## config.mk

```make
export PLATFORM = sky130hd
export DESIGN_NAME = enemy_ai_ctrl
export DESIGN_NICKNAME = d
export VERILOG_FILES = /design/src/rtl/enemy_ai_ctrl.sv
export SDC_FILE = /design/constraint.sdc
export NUM_CORES = 1
export LEC_CHECK = 0
export CAP_MARGIN = 40
export CORE_MARGIN = 4
export CORE_UTILIZATION = 30
export CTS_CLUSTER_SIZE = 16
export DETAILED_ROUTE_END_ITERATION = 7
export PLACE_DENSITY = 0.51
export SETUP_SLACK_MARGIN = 0.4
export SYNTH_ARGS = -nofsm -noshare
export SYNTH_HDL_FRONTEND = slang
export SYNTH_SLANG_ARGS = --single-unit
```

## constraint.sdc

```tcl
create_clock -name Clk -period 4.33 [get_ports Clk]
set_input_delay 0.866 -clock Clk [delete_from_list [all_inputs] [get_ports Clk]]
set_output_delay 0.866 -clock Clk [all_outputs]
set_load 0.1 [all_outputs]
```

## src/rtl/enemy_ai_ctrl.sv

```systemverilog
// rtl/enemy_ai_ctrl.sv - per-enemy direction controller for Keese, ReDead and Slider behaviours
// Optional feature macro: ENEMY_AI_STALL_DETECT_EN (position-stall reaction).
module enemy_ai_ctrl #(
    parameter int unsigned HOLD_FRAMES  = 32,
    parameter int unsigned PAUSE_FRAMES = 16,
    parameter int unsigned CHASE_RADIUS = 160,
    parameter int unsigned ALIGN_TOL    = 8,
    parameter int unsigned SLIDE_FRAMES = 48,
    parameter logic [15:0] LFSR_SEED    = 16'hACE1
) (
    input  logic       Clk,
    input  logic       Reset_n,
    input  logic       frame_clk,
    input  logic       initialize,
    input  logic       active,
    input  logic [1:0] Enemy_Type,
    input  logic [9:0] Enemy_X,
    input  logic [9:0] Enemy_Y,
    input  logic [9:0] Link_X,
    input  logic [9:0] Link_Y,
    output logic [2:0] dir
);
    typedef enum logic [2:0] {
        ST_IDLE, ST_WALK, ST_CHASE, ST_SLIDE, ST_RETURN, ST_COOLDOWN
    } state_e;

    localparam logic [2:0] DIR_STOP  = 3'd0;
    localparam logic [2:0] DIR_LEFT  = 3'd1;
    localparam logic [2:0] DIR_RIGHT = 3'd2;
    localparam logic [2:0] DIR_DOWN  = 3'd3;
    localparam logic [2:0] DIR_UP    = 3'd4;
    localparam logic [1:0] TYPE_KEESE  = 2'd1;
    localparam logic [1:0] TYPE_REDEAD = 2'd2;
    localparam logic [1:0] TYPE_SLIDER = 2'd3;
    localparam logic [7:0] HOLD_LAST  = 8'(HOLD_FRAMES - 1);
    localparam logic [7:0] PAUSE_LAST = 8'(PAUSE_FRAMES - 1);
    localparam logic [7:0] SLIDE_LAST = 8'(SLIDE_FRAMES - 1);
    localparam logic [7:0] SLIDE_CNT  = 8'(SLIDE_FRAMES);
    localparam logic [9:0] RADIUS     = 10'(CHASE_RADIUS);
    localparam logic [9:0] TOL        = 10'(ALIGN_TOL);

    state_e      state_q, state_d;
    logic [2:0]  dir_q, dir_d;
    logic [7:0]  cnt_q, cnt_d;
    logic        frame_q, frame_d;
    logic [15:0] lfsr_q, lfsr_d;
    logic [1:0]  type_q, type_d;
    logic        fclk_dly_q, fclk_dly_d;

    logic        frame_tick, stall;
    logic [10:0] dx, dy;
    logic [9:0]  abs_dx, abs_dy;
    logic [2:0]  x_dir, y_dir, chase_dir, roll_dir, opp_dir;

    assign fclk_dly_d = frame_clk;
    assign frame_tick = frame_clk & ~fclk_dly_q;

    // Geometry: 11-bit differences, sign from bit 10, magnitude recomputed without wrap.
    assign dx        = {1'b0, Link_X} - {1'b0, Enemy_X};
    assign dy        = {1'b0, Link_Y} - {1'b0, Enemy_Y};
    assign abs_dx    = dx[10] ? (Enemy_X - Link_X) : (Link_X - Enemy_X);
    assign abs_dy    = dy[10] ? (Enemy_Y - Link_Y) : (Link_Y - Enemy_Y);
    assign x_dir     = (dx == 11'd0) ? DIR_STOP : (dx[10] ? DIR_LEFT : DIR_RIGHT);
    assign y_dir     = (dy == 11'd0) ? DIR_STOP : (dy[10] ? DIR_UP : DIR_DOWN);
    assign chase_dir = (abs_dx >= abs_dy) ? x_dir : y_dir;
    assign roll_dir  = {1'b0, lfsr_q[1:0]} + 3'd1;

    always_comb begin
        opp_dir = DIR_STOP;
        case (dir_q)
            DIR_LEFT:  opp_dir = DIR_RIGHT;
            DIR_RIGHT: opp_dir = DIR_LEFT;
            DIR_DOWN:  opp_dir = DIR_UP;
            DIR_UP:    opp_dir = DIR_DOWN;
            default:   opp_dir = DIR_STOP;
        endcase
    end

    assign lfsr_d = frame_tick ? ({1'b0, lfsr_q[15:1]} ^ (lfsr_q[0] ? 16'hB400 : 16'h0000))
                               : lfsr_q;

`ifdef ENEMY_AI_STALL_DETECT_EN
    logic [9:0] prev_x_q, prev_x_d, prev_y_q, prev_y_d;
    assign prev_x_d = frame_tick ? Enemy_X : prev_x_q;
    assign prev_y_d = frame_tick ? Enemy_Y : prev_y_q;
    assign stall    = (Enemy_X == prev_x_q) && (Enemy_Y == prev_y_q) && (dir_q != DIR_STOP);

    always_ff @(posedge Clk or negedge Reset_n) begin
        if (!Reset_n) begin
            prev_x_q <= 10'd0;
            prev_y_q <= 10'd0;
        end else begin
            prev_x_q <= prev_x_d;
            prev_y_q <= prev_y_d;
        end
    end
`else
    assign stall = 1'b0;
`endif

    always_ff @(posedge Clk or negedge Reset_n) begin
        if (!Reset_n) begin
            state_q    <= ST_IDLE;
            dir_q      <= DIR_STOP;
            cnt_q      <= 8'd0;
            frame_q    <= 1'b0;
            lfsr_q     <= LFSR_SEED;
            type_q     <= 2'd0;
            fclk_dly_q <= 1'b0;
        end else begin
            state_q    <= state_d;
            dir_q      <= dir_d;
            cnt_q      <= cnt_d;
            frame_q    <= frame_d;
            lfsr_q     <= lfsr_d;
            type_q     <= type_d;
            fclk_dly_q <= fclk_dly_d;
        end
    end

    always_comb begin
        state_d = state_q;
        dir_d   = dir_q;
        cnt_d   = cnt_q;
        frame_d = frame_q;
        type_d  = type_q;
        if (initialize || !active) begin
            if (initialize) type_d = Enemy_Type;
            state_d = ST_IDLE;
            dir_d   = DIR_STOP;
            cnt_d   = 8'd0;
            frame_d = 1'b0;
        end else if (frame_tick) begin
            frame_d = ~frame_q;
            case (type_q)
                TYPE_KEESE: begin
                    if (state_q == ST_WALK) begin
                        if (stall) begin
                            dir_d = roll_dir;
                            cnt_d = 8'd0;
                        end else if (cnt_q >= HOLD_LAST) begin
                            state_d = ST_IDLE;
                            dir_d   = DIR_STOP;
                            cnt_d   = 8'd0;
                        end else begin
                            cnt_d = cnt_q + 8'd1;
                        end
                    end else if (cnt_q >= PAUSE_LAST) begin
                        state_d = ST_WALK;
                        dir_d   = roll_dir;
                        cnt_d   = 8'd0;
                    end else begin
                        state_d = ST_IDLE;
                        dir_d   = DIR_STOP;
                        cnt_d   = cnt_q + 8'd1;
                    end
                end
                TYPE_REDEAD: begin
                    // Half speed: every odd frame-counter tick is a rest frame.
                    if (abs_dx <= RADIUS && abs_dy <= RADIUS) begin
                        state_d = ST_CHASE;
                        dir_d   = frame_q ? DIR_STOP : chase_dir;
                    end else begin
                        state_d = ST_IDLE;
                        dir_d   = DIR_STOP;
                    end
                end
                TYPE_SLIDER: begin
                    case (state_q)
                        ST_SLIDE: begin
                            if (stall) begin
                                state_d = ST_RETURN;
                                dir_d   = opp_dir;
                            end else if (cnt_q >= SLIDE_LAST) begin
                                state_d = ST_RETURN;
                                dir_d   = opp_dir;
                                cnt_d   = SLIDE_CNT;
                            end else begin
                                cnt_d = cnt_q + 8'd1;
                            end
                        end
                        ST_RETURN: begin
                            if (stall || cnt_q <= 8'd1) begin
                                state_d = ST_COOLDOWN;
                                dir_d   = DIR_STOP;
                                cnt_d   = 8'd0;
                            end else begin
                                cnt_d = cnt_q - 8'd1;
                            end
                        end
                        ST_COOLDOWN: begin
                            if (cnt_q >= PAUSE_LAST) begin
                                state_d = ST_IDLE;
                                cnt_d   = 8'd0;
                            end else begin
                                cnt_d = cnt_q + 8'd1;
                            end
                        end
                        default: begin
                            // Row alignment wins; a zero offset on the chosen axis stays idle.
                            state_d = ST_IDLE;
                            dir_d   = DIR_STOP;
                            cnt_d   = 8'd0;
                            if (abs_dy <= TOL) begin
                                if (x_dir != DIR_STOP) begin
                                    state_d = ST_SLIDE;
                                    dir_d   = x_dir;
                                end
                            end else if (abs_dx <= TOL && y_dir != DIR_STOP) begin
                                state_d = ST_SLIDE;
                                dir_d   = y_dir;
                            end
                        end
                    endcase
                end
                default: begin
                    state_d = ST_IDLE;
                    dir_d   = DIR_STOP;
                    cnt_d   = 8'd0;
                end
            endcase
        end
    end

    assign dir = dir_q;
endmodule

```

==> impl_metrics.tcl, run 1 <==
# place-and-route summary
set metrics [dict create \
    layout.cells.most_common_list "97 x buf_4, 75 x nand2_1, 53 x nor2_1" \
    seq_power_share_pct 22.8 \
    syn_inst 655 \
    hold_class "reg -> reg" \
    power_density_mw_per_mm2 257 \
    wl_met2_um 6870 \
    gp_congestion 0.858 \
    period_minus_slack_ns 3.86 \
    min_to "lfsr_q[5]" \
    place_inst 980 \
    r2r_cells 10 \
    cts_made_buffers 5 \
    fp_util_pct 30.8 \
    net-switching-power_mw 0.692 \
    placementRows 46 \
    dieArea_mm2 0.0185 \
    clk_pin_slew_ns 0.06 \
    yosysUniqueCellTypes 79 \
    whs_path_depth 2 \
    avgRoutedWirePerCell_um 14.0 \
    antenna_cells 0 \
    combPwrFrac_pct 57.4 \
    cts.htree.levels 2 \
    rsz0062_at_grt "yes" \
    clock_latency_ns 0.28 \
    fin_crit_sh_pct 89.1 \
    p_clk_share_pct 19.8 \
    top_area_cell "dfrtp_1" \
    synth_nets 758 \
    die_w_um 136 \
    worstSetupPathType "in -> reg" \
    synth_top_flop_cell "dfrtp_1" \
    fin_area_mm2 0.00716 \
    r2r_start "cnt_q[0]" \
    cts_tree "built" \
    worst_slew_pin_slew_ns 0.679 \
    synthArstFlopShare_pct 100 \
    syn_to_final_growth_pct 45.4 \
    slew_viol_final 0 \
    fmax_mhz 259 \
    antenna_found_initial 0 \
    ys_chip_area_mm2 0.00492 \
    drv_cap 0 \
    cts.sinks 34 \
    cp_max_fo 5 \
    die_h_um 136 \
    dr.pass1.iters 5 \
    drive_gt1_share_pct 29.4 \
    worstPathArrival_ns 4.06 \
    coreArea_mm2 0.0160 \
    clockBufferDepth 2 \
    via_per_inst 5.12 \
    postRouteAntennaNets 0 \
    cts_root_buf "clkbuf_16" \
    power.group.top "combinational cells" \
    rr_endpoint "dir[1]" \
    max_slew_margin_pct 54.0 \
    synthTopCellsByArea "dfrtp_1 13%, ha_1 13%, nand2_1 5.8%" \
    drt_iter0_drc 246 \
    synth.top_cells.by_count "76 x nand2_1, 61 x inv_1, 55 x nor2_1, 52 x ha_1, 43 x a21oi_1" \
    hold_buffers 0 \
    grt.total_usage_pct 15.3 \
    most_common_cell "nand2_1" \
    hold_viol 0 \
    fin_nets 894 \
    finalSetupViolCount 0 \
    final_cells 1008 \
    place_area_mm2 0.00631 \
    startpoint "Enemy_Y[7]" \
    ys_cells 655 \
    crit_path_end_kind "flip-flop" \
    place_ws_ns -0.419 \
    hp-start "lfsr_q[6]" \
    top_layer_used "met4" \
    status "complete, no violations" \
    seq_cell_power_mw 0.419 \
    irDropWorstVdd_mv 0.126 \
    cp.required_ns 4.53 \
    finish.utilization_pct 44.8 \
    crit_end "dir[1]" \
    synth_top_area_share_pct 13.2 \
    mostFrequentLayoutCell "buf_4" \
    syn_area_mm2 0.00492 \
    ys_warn_count 0 \
    grt_pass1_wl_um 24100 \
    drc 0 \
    dr_wl_met3_um 447 \
    switching_share_pct 37.6 \
    ioPinCount 50 \
    p_comb_mw 1.05 \
    p_leak_nw 3.29 \
    wl_met1_um 6570 \
    numSynthFlops 34 \
    tns_ns 0 \
    edf_count 0 \
    fin_hold_ws_ns 0.456 \
    avgSynthCellArea_um2 7.52 \
    powerClk_mw 0.365 \
    grt_max_degree 35 \
    tool_warnings 48 \
    hpwl_um 11000 \
    r2r_setup_slack_ns 1.39 \
    start_kind "primary input" \
    setup_ws_ns 0.471 \
    io_buffers 49 \
    finalPower_mw 1.84 \
    first_global_vias 5243 \
    finClkSkew_ns 0.00611 \
    synth_seq_share_pct 17.5 \
    overflow 0 \
    p_int_mw 1.15 \
]
==> run 1: cells by family (layout without fill, tap and decap cells) <==
| kind of cell | after synthesis | after routing | synth area share (%) |
|---|---|---|---|
| DFF | 34 | 34 | 17.5 |
| buffers and inverters | 93 | 230 | 7.45 |
| and+or+nand+nor | 229 | 229 | 22.5 |
| adders and majority gates | 56 | 56 | 14.8 |
| muxes | 20 | 20 | 4.47 |
| xor gates and xnor gates | 31 | 31 | 5.67 |
| AOI/OAI and AO/OA | 192 | 192 | 27.6 |
==> run 1: critical path, cell delays in order <==
cell             delay, ns
clkdlybuf4s50_1       0.48
inv_1                 0.07
ha_4                  0.28
buf_6                 0.10
nand4_1               0.20
o21ai_4               0.30
o211a_1               0.23
nor2_2                0.06
xnor2_2               0.20
ha_4                  0.24
a21oi_4               0.16
nand3_2               0.09
o21ai_2               0.15
buf_4                 0.14
mux2i_1               0.17
nand4b_1              0.11
a31oi_1               0.19
==> run 1: timing repair <==
action,CTS,global route
gates resized,91,65
pin swaps,32,35
hold endpoints to repair,0,0
endpoints found under the setup margin,5,5
buffers inserted,11,9
==> run 1: final cells by class <==
cell class              instances  area [um^2]
inverters                      62          245
clock buffers                   6          139
multi-input cells             528         4240
well taps                     216          270
repair buffers                160         1390
fillers                      1632         8840
flip-flops and latches         34          861
clock inverters                 2         12.5
==> run 1: per-layer routing <==
layer | track usage [%] | vias up
li1 | - | 2611
met1 | 21.1 | 2428
met2 | 26.1 | 104
met3 | 1.85 | 22
met4 | 2.80 | 0
met5 | 0 | -
==> run 1: flip-flops by register name, indices dropped and copies added (netlist names) <==
| name | flops |
|---|---|
| fclk_dly_q | 1 |
| dir | 3 |
| lfsr_q | 16 |
| type_q | 2 |
| state_q | 3 |
| cnt_q | 8 |
| frame_q | 1 |
run_1/m1.png
Bar = 50 um. Supply wires on this layer in gray.
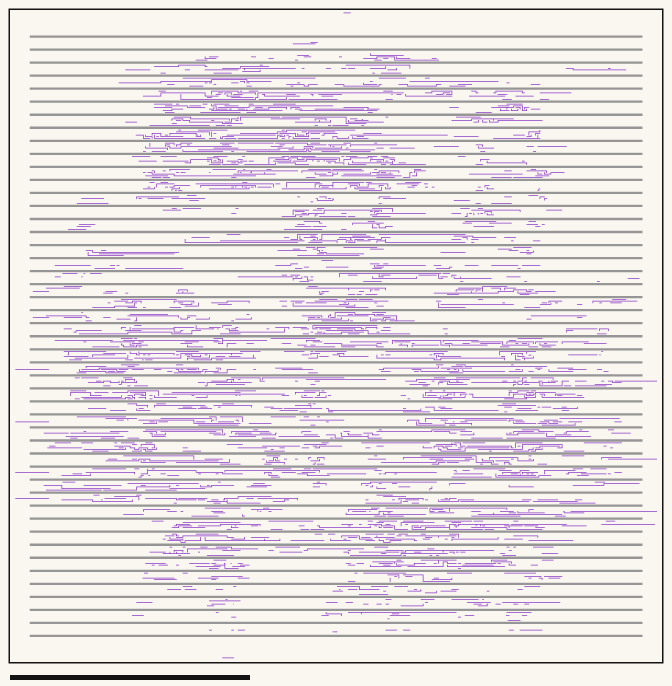
nets with wire on the layer	818
longest straight run	30.4 um
share of all routed wire	47%
main direction	horizontal
drt total wl: 14100 um
via count: 5165

run_1/m2.png
Cells faint in the background.
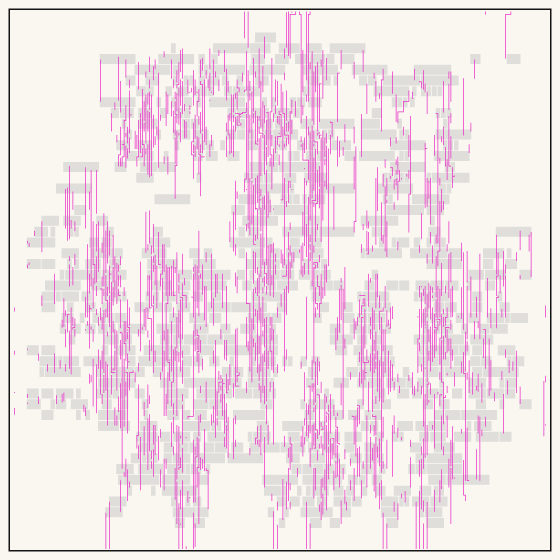
longest straight run	39.1 um
main direction	vertical
share of all routed wire	49%
nets with wire on the layer	766

run_1/m3.png
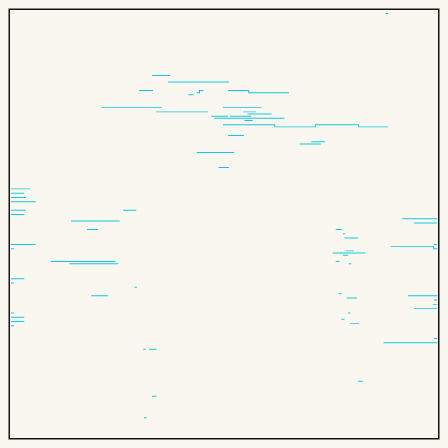
nets with wire on the layer	58
longest straight run	22.1 um
main direction	horizontal
GR Layer Usage met3: 1.85%

==> run 1 -> run 2 <==
--- a/config.mk
+++ b/config.mk
@@ -10,8 +10,10 @@
 export CORE_UTILIZATION = 30
 export CTS_CLUSTER_SIZE = 16
 export DETAILED_ROUTE_END_ITERATION = 7
+export GPL_TIMING_DRIVEN = 0
 export PLACE_DENSITY = 0.51
 export SETUP_SLACK_MARGIN = 0.4
+export SKIP_LAST_GASP = 1
 export SYNTH_ARGS = -nofsm -noshare
 export SYNTH_HDL_FRONTEND = slang
 export SYNTH_SLANG_ARGS = --single-unit
run_2/m1.png
Bar = 50 um. Supply wires on this layer in gray.
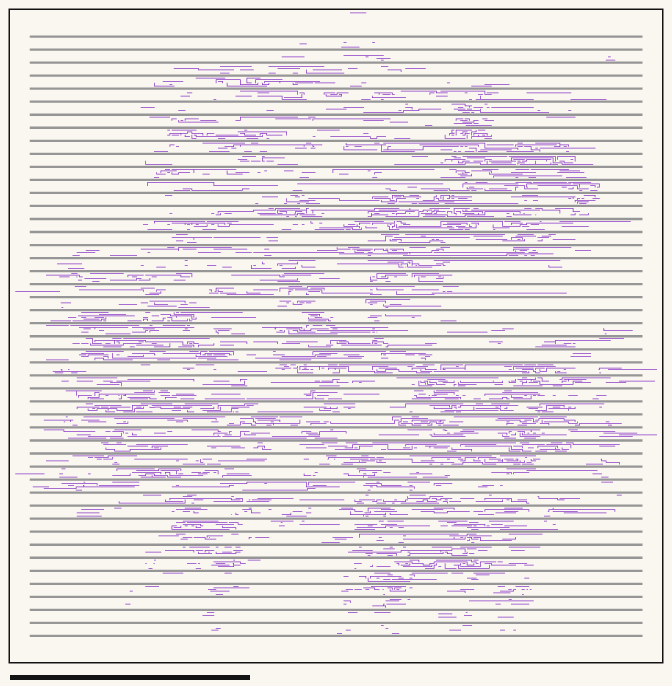
nets with wire on the layer	785
longest straight run	30.4 um
main direction	horizontal
via count: 5049
drt total wl: 13500 um
M1 GR Usage: 20.2%

==> run 2 against run 1 <==
  * Die size is the same
  * Sequential power is 3% lower
  * Sequential share of layout area is 0.94 points higher
  * Fmax shrank 2.4%
  * Final cell count fell by 3.6%
  * Clock power is essentially flat
==> impl_metrics.tcl, run 2 <==
# place-and-route summary
set metrics [dict create \
    status "complete, no violations" \
    grt_pass1_wl_um 22600 \
    most_common_cell "nand2_1" \
    final_cells 972 \
    tool_warnings 49 \
    dr.pass1.iters 5 \
    yosysUniqueCellTypes 79 \
    power_density_mw_per_mm2 258 \
    cts_made_buffers 5 \
    place_area_mm2 0.00578 \
    comb_area_mm2 0.00409 \
    syn_inst 655 \
    hpwl_um 10200 \
    largest_register_ffs 16 \
    drv_cap 0 \
    register_area_um2 861 \
    finClkSkew_ns 0.00513 \
    grt.total_usage_pct 14.4 \
    ioPinCount 50 \
    postRouteAntennaNets 0 \
    gp_congestion 0.832 \
    fin_crit_sh_pct 91.3 \
    overflow 0 \
    hold_class "reg -> reg" \
    grtUsageMet2_pct 24.6 \
    coreArea_mm2 0.0160 \
    drt_iter0_drc 328 \
    cts.sinks 34 \
    cp_max_fo 3 \
    crit_path_end_kind "flip-flop" \
    synth_top_area_share_pct 13.2 \
    cts.htree.levels 2 \
    finish.utilization_pct 41.5 \
    place_inst 923 \
    worst_slew_pin_slew_ns 0.797 \
    die_w_um 136 \
    antenna_cells 0 \
    die_h_um 136 \
    fp_util_pct 30.8 \
    synth_top_flop_cell "dfrtp_1" \
    cts_tree "built" \
    numSynthFlops 34 \
    via_per_inst 5.19 \
    first_global_vias 4780 \
    period_minus_slack_ns 3.95 \
    avgSynthCellArea_um2 7.52 \
    worstSetupPathType "in -> reg" \
    p_leak_nw 2.96 \
    slew_viol_final 0 \
    regMostFlops "lfsr_q" \
    use_met3_pct 1.48 \
    synth_seq_share_pct 17.5 \
    ys_warn_count 0 \
    synthArstFlopShare_pct 100 \
    io_buffers 49 \
    cp.required_ns 4.53 \
    max_slew_margin_pct 46.9 \
    layout.cells.most_common_list "75 x nand2_1, 55 x nor2_1, 49 x inv_1" \
    irDropWorstVdd_mv 0.167 \
    grt_max_degree 35 \
    clockBufferDepth 2 \
    start_kind "primary input" \
    tns_ns 0 \
    cp_slowest_cell "o32ai_4" \
    mostFrequentLayoutCell "nand2_1" \
    setup_ws_ns 0.375 \
    worstPathArrival_ns 4.15 \
    layout_top_registers "lfsr_q x16, cnt_q x8" \
    grt_busiest_layer "met2" \
    cp_top_family "AND-OR/OR-AND gates" \
    edf_count 0 \
    antenna_found_initial 0 \
    dieArea_mm2 0.0185 \
    top_area_cell "dfrtp_1" \
    drive_gt1_share_pct 22.0 \
    path_buffers 5 \
    fillers 1664 \
    drc 0 \
    path_cells "clkdlybuf4s15_1 > ha_1 > clkbuf_8 > a21o_4 > o32ai_4 > a21o_1 > clkbuf_8 > mux2i_2 > xor2_1 > inv_1 > ha_4 > a21o_1 > nand2_2 > nand3_2 > o21ai_2 > buf_4 > mux2i_2 > nand4b_1 > a31oi_1" \
    hold_viol 0 \
    finalSetupViolCount 0 \
    placementRows 46 \
    clock_latency_ns 0.28 \
]
run_2/class_map.png
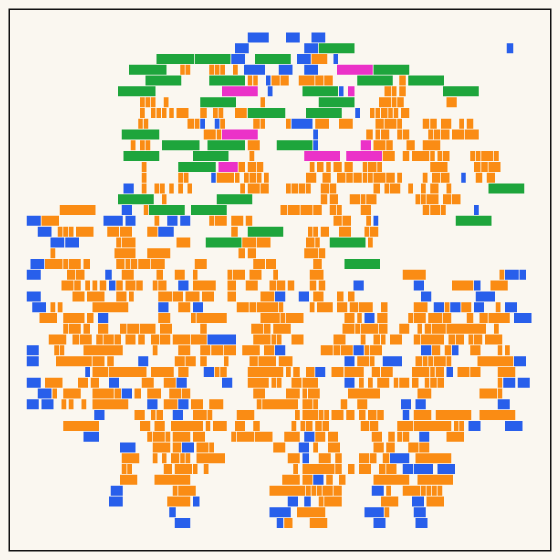
class	color	cells	share of their area
clock drivers and dummy loads	magenta	8	2.4%
remaining buffers and delay cells	blue	124	16%
remaining logic cells	orange	590	68%
registers	green	34	14%

-- run 2: worst min-delay path, cell delays in order, from the launching register on --
cell and delay (ns):
dfstp_2 0.37, nand2_1 0.04, nand2_1 0.04
-- run 2: final cells by class --
class	instances	share of cell area, %
Multi-Input combinational cell	528	61.5
Inverter	62	3.73
Sequential cell	34	13.0
Clock buffer	6	2.09
Clock inverter	2	0.188
Buffer	31	3.22
Timing Repair Buffer	93	12.2
Tap cell	216	4.07
-- run 2: power breakdown --
group	switching [mW]	internal [mW]
logic	0.490	0.447
clock network	0.140	0.228
registers	0.0264	0.382
-- run 2: what timing repair did --
action / 4_1_cts / 5_1_grt
resized: 137 / 21
setup endpoints to repair: 5 / 3
pin swaps: 35 / 21
buffers inserted: 37 / 4
-- run 2: cells by family after synthesis --
logic type,after synthesis,share of synthesized area [%]
buf+inv,93,7.45
xor+xnor,31,5.67
mux,20,4.47
flops,34,17.5
simple gates,229,22.5
compound gates,192,27.6
fa+ha+maj,56,14.8
-- run 2: final timing paths --
path | start | end | slack, ns | cells past startpoint
max | Link_X[9] | dir[1] | 0.38 | 19
min | lfsr_q[6] | lfsr_q[5] | 0.45 | 2
max reg2reg | cnt_q[4] | state_q[2] | 1.42 | 9
min reg2reg | lfsr_q[6] | lfsr_q[5] | 0.45 | 2
max in group asynchronous | Reset_n | dir[1] | 3.15 | 1
min in group asynchronous | Reset_n | cnt_q[3] | 0.66 | 1
-- run 2: layer usage --
layer | wire [um] | share of wire, %
met1 | 6560 | 49
met2 | 6550 | 49
met3 | 314 | 2.3
met4 | 68 | 0.50
met5 | 0 | 0
Power is estimated from default activity; no workload was simulated.
